**Run 1: M1 wires**

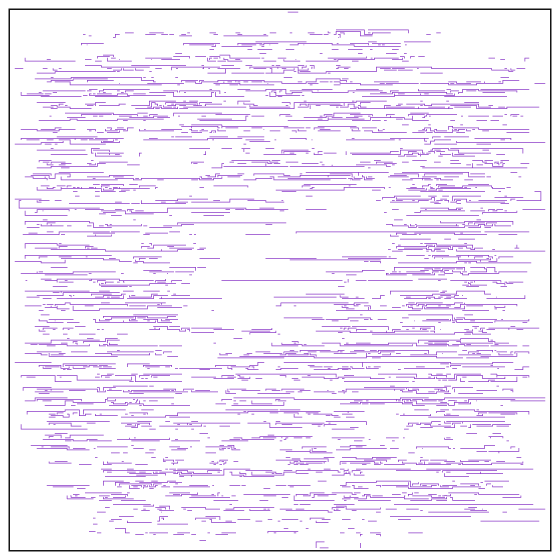
**Run 1: the metal 2 layer**

Cells faint in the background.
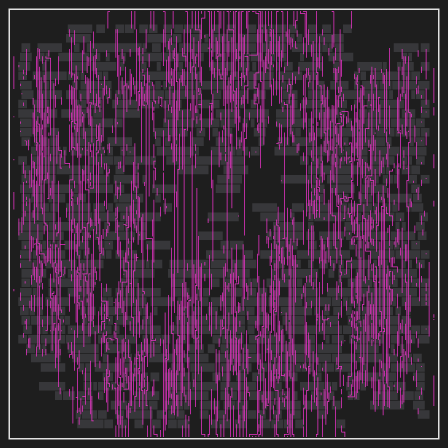
**Run 1: placed standard cells**

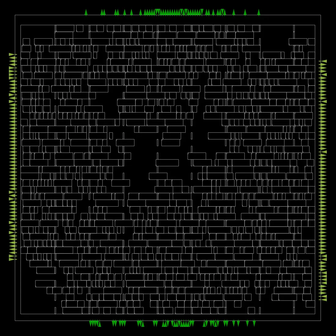
**Run 1: cell density map**

12 x 12 tiles, from white (low) to dark blue (high), 0 to 100% covered.
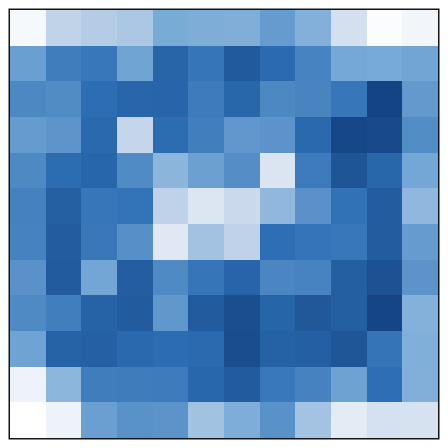
$ cat src/rtl/demux_cinco_out.sv
// Registered 1-to-5 distributor with a one-entry valid/ready buffer per channel.
// Out-of-range selects route to channel 0 and are flagged and counted.
module demux_cinco_out #(
  parameter int unsigned LARGURA      = 32,
  parameter int unsigned LARGURA_CONT = 8
) (
  input  logic                    clk,
  input  logic                    reset,
  input  logic [LARGURA-1:0]      entrada,
  input  logic [2:0]              controle,
  input  logic                    entrada_valida,
  output logic                    entrada_pronta,
  output logic [5*LARGURA-1:0]    saida,
  output logic [4:0]              saida_valida,
  input  logic [4:0]              saida_pronta,
  output logic                    sel_invalido,
  output logic [LARGURA_CONT-1:0] cont_invalidos
);

  logic [5*LARGURA-1:0]    dados_q, dados_d;
  logic [4:0]              valida_q, valida_d;
  logic                    invalido_q, invalido_d;
  logic [LARGURA_CONT-1:0] cont_q, cont_d;

  logic [2:0] sel;
  logic       ctl_fora;
  logic       aceita;

  // Decode effective channel and the input handshake; depends only on the selected channel.
  always_comb begin
    ctl_fora       = (controle > 3'd4);
    sel            = ctl_fora ? 3'd0 : controle;
    entrada_pronta = !reset && (!valida_q[sel] || saida_pronta[sel]);
    aceita         = entrada_valida && entrada_pronta;
  end

  // Next-state: drains clear valid, a fill on the same channel overrides the drain.
  always_comb begin
    dados_d    = dados_q;
    valida_d   = valida_q & ~saida_pronta;
    invalido_d = invalido_q;
    cont_d     = cont_q;
    for (int i = 0; i < 5; i++) begin
      if (aceita && (sel == 3'(i))) begin
        dados_d[i*LARGURA +: LARGURA] = entrada;
        valida_d[i]                   = 1'b1;
      end
    end
    if (aceita && ctl_fora) begin
      invalido_d = 1'b1;
      if (!(&cont_q)) begin
        cont_d = cont_q + LARGURA_CONT'(1);
      end
    end
  end

  // State registers with synchronous reset; buffered words are discarded on reset.
  always_ff @(posedge clk) begin
    if (reset) begin
      dados_q    <= '0;
      valida_q   <= '0;
      invalido_q <= 1'b0;
      cont_q     <= '0;
    end else begin
      dados_q    <= dados_d;
      valida_q   <= valida_d;
      invalido_q <= invalido_d;
      cont_q     <= cont_d;
    end
  end

  assign saida          = dados_q;
  assign saida_valida   = valida_q;
  assign sel_invalido   = invalido_q;
  assign cont_invalidos = cont_q;

endmodule

$ cat config.mk
export PLATFORM = sky130hd
export DESIGN_NAME = demux_cinco_out
export DESIGN_NICKNAME = d
export VERILOG_FILES = /design/src/rtl/demux_cinco_out.sv
export SDC_FILE = /design/constraint.sdc
export NUM_CORES = 1
export LEC_CHECK = 0
export CAP_MARGIN = 20
export CORE_MARGIN = 2
export CORE_UTILIZATION = 46
export CTS_BUF_LIST = sky130_fd_sc_hd__clkbuf_8 sky130_fd_sc_hd__clkbuf_16
export CTS_CLUSTER_SIZE = 8
export DETAILED_ROUTE_END_ITERATION = 10
export GPL_ROUTABILITY_DRIVEN = 0
export PLACE_DENSITY = 0.8
export SLEW_MARGIN = 0
export SYNTH_ARGS = -nofsm -noshare
export SYNTH_HDL_FRONTEND = slang
export SYNTH_SLANG_ARGS = --single-unit
$ cat constraint.sdc
create_clock -name clk -period 2 [get_ports clk]
set_input_delay 0.2 -clock clk [delete_from_list [all_inputs] [get_ports clk]]
set_output_delay 0.2 -clock clk [all_outputs]
set_load 0.1 [all_outputs]
==> impl_metrics.ini, run 1 <==
; generated from flow reports
[global_routing]
grt_pass1_vias = 5862
grt_usage = 0.264

[floorplan]
fp_util = 0.473
fp.dieW_um = 124
die_y_um = 124
core_mm2 = 0.0139

[cells_and_area]
fillers = 1133
clockNetworkAreaShare = 0.0606
fin_area_mm2 = 0.00949
drive_gt1_frac = 0.276
largest_cell_class = sequential cells
largest_reg_flops = 160
nNetsFinal = 1039
final_cell_count_no_fill = 1186
sh_seq_area = 0.368
diodes = 0

[power_and_ir_drop]
p_sw_frac = 0.270
p_int_mw = 5.78
top_power_group = registers

[min_path]
holdPathStages = 6
min_path_type = primary input to flip-flop
hp-start = reset

[critical_path]
critPathArrivalTime_ns = 1.80
ff2ff_path_depth = 7
worstSetupEndpointType = output pin
critPathLaunchType = flip-flop
worst-path-stages = 6
cp_num_buf_inv = 2
startpoint = saida_valida[1]$_SDFF_PP0_
regToRegEndpoint = cont_invalidos[4]$_SDFFE_PP0P_
critPathRequiredTime_ns = 1.80
crit_path_end = entrada_pronta

[detailed_routing]
dr.pass1.iters = 6
wl_met2_mm = 9.86
met1_length_mm = 8.31
drc = 0
wl_per_cell_um = 17.3
top_layer = met4
ant_nets = 0
vias_per_cell = 5.43

[yosys]
fp_nets = 822
simple_gate_share = 0.182
edf_count = 0
yosys-stat-area_mm2 = 0.00660
mux_area_frac = 0.0541
postSynthSeqShare = 0.528
netlist-cell-type-count = 48
synth_cells = 778
area_leaders = dfxtp_1 53%, a21oi_1 11%, nand2_1 7.7%
yosysTopAreaCell = dfxtp_1
synth-main-ff-cell = dfxtp_1
yosys.cell_count.top_type = dfxtp_1

[final_timing]
worst_slew_pin_slew_ns = 0.955
finalSetupViolCount = 1
timing.hold.ws_ns = 0.344
hold_viol_final = 0
finalCriticalPeriod_ns = 2.00
worst_slack_ns = -0.00496
relSlewSlack = 0.363
final.setup_skew_ns = 0.00880

[cts]
ctsResizeCount = 7
cts.sinks = 174
cts_tree = yes
hold_buffers = 0
postCtsSetupBuffers = 3

[placed_design]
place_hpwl_mm = 13.8
portBuffers = 217

[run_status]
status = complete, but fails checks
violations = setup timing

[job]
maxCapViolCount = 0
About 'M1 wires':
- nets with wire on the layer: 883
- wire length on this layer: 8310 um
- main direction: horizontal
- longest straight run: 42.3 um
- share of all routed wire: 41%

About 'the metal 2 layer':
- share of all routed wire: 48%
- main direction: vertical

About 'placed standard cells':
FF+latch count: 174
Tap Cells: 180
row count: 43

About 'cell density map':
- fullest tile: 92%
- nearly empty tiles: 1.4%
- mean over tiles: 61%
- tiles over 75% full: 32%
- emptiest ninth of the die: center

**Run 1: sequential cells grouped by signal name**

Other sequential cells in the stronger gray, the rest of the logic in the fainter gray.
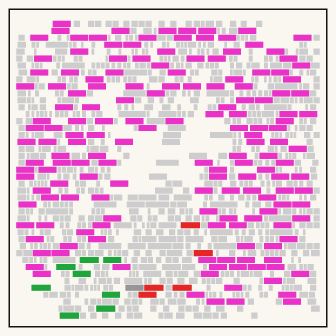

==> run 2, diff against run 1 <==
--- a/config.mk
+++ b/config.mk
@@ -12,8 +12,9 @@
 export CTS_CLUSTER_SIZE = 8
 export DETAILED_ROUTE_END_ITERATION = 10
 export GPL_ROUTABILITY_DRIVEN = 0
+export MAX_ROUTING_LAYER = met4
 export PLACE_DENSITY = 0.8
-export SLEW_MARGIN = 0
+export SLEW_MARGIN = 20
 export SYNTH_ARGS = -nofsm -noshare
 export SYNTH_HDL_FRONTEND = slang
 export SYNTH_SLANG_ARGS = --single-unit
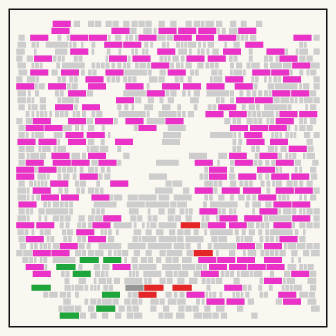
**Above:** run 2 (sequential cells grouped by signal name).
Other sequential cells in the stronger gray, the rest of the logic in the fainter gray.
- `cont_invalidos`: green (placed flops 8; where south-west)
- `saida_valida`: red (placed flops 5; where south)
- `saida`: magenta (placed flops 160; where widely spread)
- not colored: 1
final core occ: 0.681
Flop area: 0.00349 mm2
sequential power: 3.56 mW
sequential share of cell area: 0.368

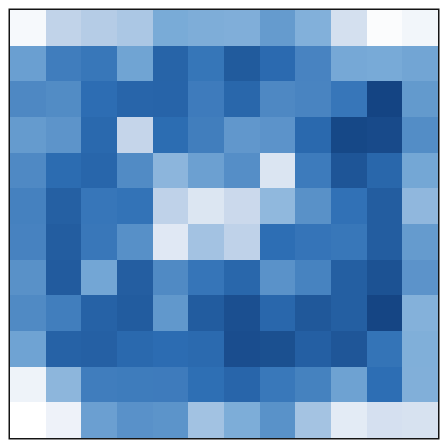
**Above:** run 2 (cell density map).
12 x 12 tiles, from white (low) to dark blue (high), 0 to 100% covered.
- emptiest ninth of the die: center
- mean over tiles: 61%
- fullest tile: 92%
- tiles over 75% full: 31%
- nearly empty tiles: 1.4%
core box area: 0.0139 mm2
Initial Util: 0.473

==> run 2 against run 1 <==
Cell area about the same. Final cell count hardly changed. Synthesized cell count stayed put. Worst hold slack lost 0.0036 ns. Critical endpoint unchanged. Count of clock-buffer cells in the layout unchanged. The run now ends clean. Setup slack better by 0.0083 ns. Critical path type unchanged.
==> impl_metrics.ini, run 2 <==
; generated from flow reports
[global_routing]
antenna_found_initial = 0
gr-total-overflow = 0
grt_pass1_vias = 5864
grt_usage = 0.272

[placed_design]
place_hpwl_mm = 13.8
portBuffers = 217
dp_cells = 1151

[cells_and_area]
fin_area_mm2 = 0.00948
diodes = 0
largest_reg_flops = 160
flop-count = 174
final_cell_count_no_fill = 1185
clockNetworkAreaShare = 0.0607
fillers = 1135
drive_gt1_frac = 0.276
nNetsFinal = 1038
num-nonclk-inverters = 1
n_clock_buffer = 21
largest_cell_class = sequential cells

[yosys]
synthTopCellsByCount = 174 x dfxtp_1, 142 x a21oi_1, 135 x nand2_1
netlist-cell-type-count = 48
mux_area_frac = 0.0541
postSynthSeqShare = 0.528
synth_cells = 778
edf_count = 0
synth-main-ff-cell = dfxtp_1
simple_gate_share = 0.182
yosys-stat-area_mm2 = 0.00660
top_cell_area_share = 0.528
fp_nets = 822
ys.flops = 174
area_leaders = dfxtp_1 53%, a21oi_1 11%, nand2_1 7.7%
yosys.cell_count.top_type = dfxtp_1
yosysTopAreaCell = dfxtp_1

[critical_path]
crit_path_end = entrada_pronta
regToRegEndpoint = cont_invalidos[4]$_SDFFE_PP0P_
criticalPathCategory = flip-flop to output pin
critPathRequiredTime_ns = 1.80
startpoint = saida_valida[1]$_SDFF_PP0_
worst-path-stages = 6
ff2ff_path_depth = 7
rr_startpoint = saida_valida[1]$_SDFF_PP0_
critPathLaunchType = flip-flop
worstSetupEndpointType = output pin
cp_num_buf_inv = 2
critPathArrivalTime_ns = 1.80

[final_timing]
worst_slew_pin_slew_ns = 0.941
hold_viol_final = 0
worst_slack_ns = 0.00339
finalCriticalPeriod_ns = 2.00
final.setup_skew_ns = 0.0127
slew_viol_final = 0
timing.hold.ws_ns = 0.341
finalSetupViolCount = 0
relSlewSlack = 0.373

[floorplan]
nWellTaps = 180
fp.dieW_um = 124
core.rowCount = 43
die_y_um = 124
io_pins = 218

[detailed_routing]
top_layer = met4
wl_per_cell_um = 17.3
wl_met2_mm = 9.92
ant_nets = 0
dr.pass1.iters = 6
drc = 0
met1_length_mm = 8.36
vias_per_cell = 5.43

[min_path]
hp-start = reset
min_path_type = primary input to flip-flop
holdPathStages = 6

[cts]
ctsResizeCount = 7
postCtsSetupBuffers = 3
cts_tree = yes
hold_buffers = 0
cts.sinks = 174

[power_and_ir_drop]
p_sw_frac = 0.270
p_int_mw = 5.78
top_power_group = registers

[run_status]
status = completed

[job]
maxCapViolCount = 0
**Run 2: M1 wires**

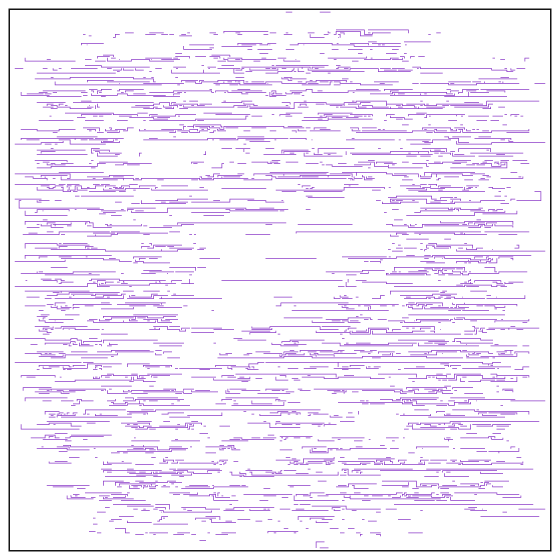

==> run 3, diff against run 2 <==
==> constraint.sdc (replaced) <==
create_clock -name clk -period 2.2 [get_ports clk]
set_input_delay 0.22 -clock clk [delete_from_list [all_inputs] [get_ports clk]]
set_output_delay 0.22 -clock clk [all_outputs]
set_load 0.1 [all_outputs]
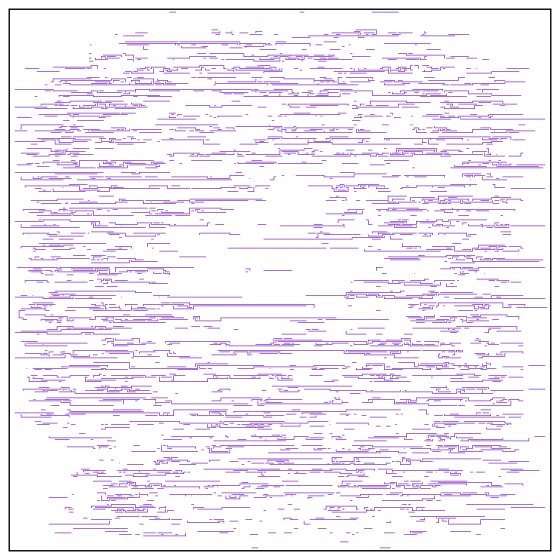
**Above:** run 3 (M1 wires).
- share of all routed wire: 41%
- wire length on this layer: 8410 um
- nets with wire on the layer: 903
- main direction: horizontal
- longest straight run: 35.4 um

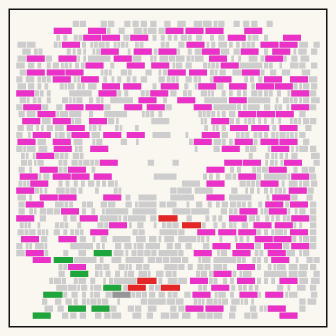
**Above:** run 3 (sequential cells grouped by signal name).
Other sequential cells in the stronger gray, the rest of the logic in the fainter gray.
- `saida_valida`: red (placed flops 5; where south)
- `cont_invalidos`: green (placed flops 8; where south-west)
- `saida`: magenta (placed flops 160; where widely spread)
- not colored: 1
Flop area: 0.00349 mm2
sequential share of cell area: 0.371
final core occ: 0.675
sequential power: 3.24 mW

==> run 3 against run 2 <==
Sequential power decreased by 9.0%. Via count up 1.7%. Clock skew fell by 0.0038 ns. Final cell count up 0.42%. Total power fell by 11%. Cell area down 0.82%. Critical path type unchanged.
==> impl_metrics.ini, run 3 <==
; generated from flow reports
[cells_and_area]
final_cell_count_no_fill = 1190
fillers = 1196
drive_gt1_frac = 0.273
largest_reg_flops = 160
flop-count = 174
largest_cell_class = sequential cells
n_clock_buffer = 19
clockNetworkAreaShare = 0.0580

[placed_design]
place_hpwl_mm = 14.0

[critical_path]
critPathArrivalTime_ns = 1.91
startpoint = saida_valida[1]$_SDFF_PP0_
ff2ff_path_depth = 7
worst-path-stages = 6
cp_num_buf_inv = 2
crit_path_end = entrada_pronta
critPathLaunchType = flip-flop
critPathRequiredTime_ns = 1.98

[cts]
postCtsSetupBuffers = 0
hold_buffers = 0
cts_tree = yes
cts.sinks = 174

[min_path]
holdPathStages = 6
min_path_type = primary input to flip-flop
hp-start = reset

[detailed_routing]
wl_met2_mm = 10.0
met1_length_mm = 8.41
top_layer = met4
ant_nets = 0
wl_per_cell_um = 17.2
vias_per_cell = 5.51

[yosys]
yosys-stat-area_mm2 = 0.00660
netlist-cell-type-count = 48
synth_cells = 778
top_cell_area_share = 0.528
synthTopCellsByCount = 174 x dfxtp_1, 142 x a21oi_1, 135 x nand2_1
fp_nets = 822
ys.flops = 174
yosysTopAreaCell = dfxtp_1
yosys.cell_count.top_type = dfxtp_1
mux_area_frac = 0.0541
synth-main-ff-cell = dfxtp_1
area_leaders = dfxtp_1 53%, a21oi_1 11%, nand2_1 7.7%
postSynthSeqShare = 0.528

[global_routing]
grt_usage = 0.272
gr-total-overflow = 0

[final_timing]
worst_slack_ns = 0.0730
worst_slew_pin_slew_ns = 0.997
hold_viol_final = 0
slew_viol_final = 0
timing.hold.ws_ns = 0.371
finalSetupViolCount = 0
final.setup_skew_ns = 0.00886

[power_and_ir_drop]
top_power_group = registers

[job]
maxCapViolCount = 0

[floorplan]
fp_util = 0.473
die_y_um = 124
io_pins = 218
nWellTaps = 180
fp.dieW_um = 124
core.rowCount = 43

[run_status]
status = completed
No activity file was given, so power comes from the tool's default toggle rates.
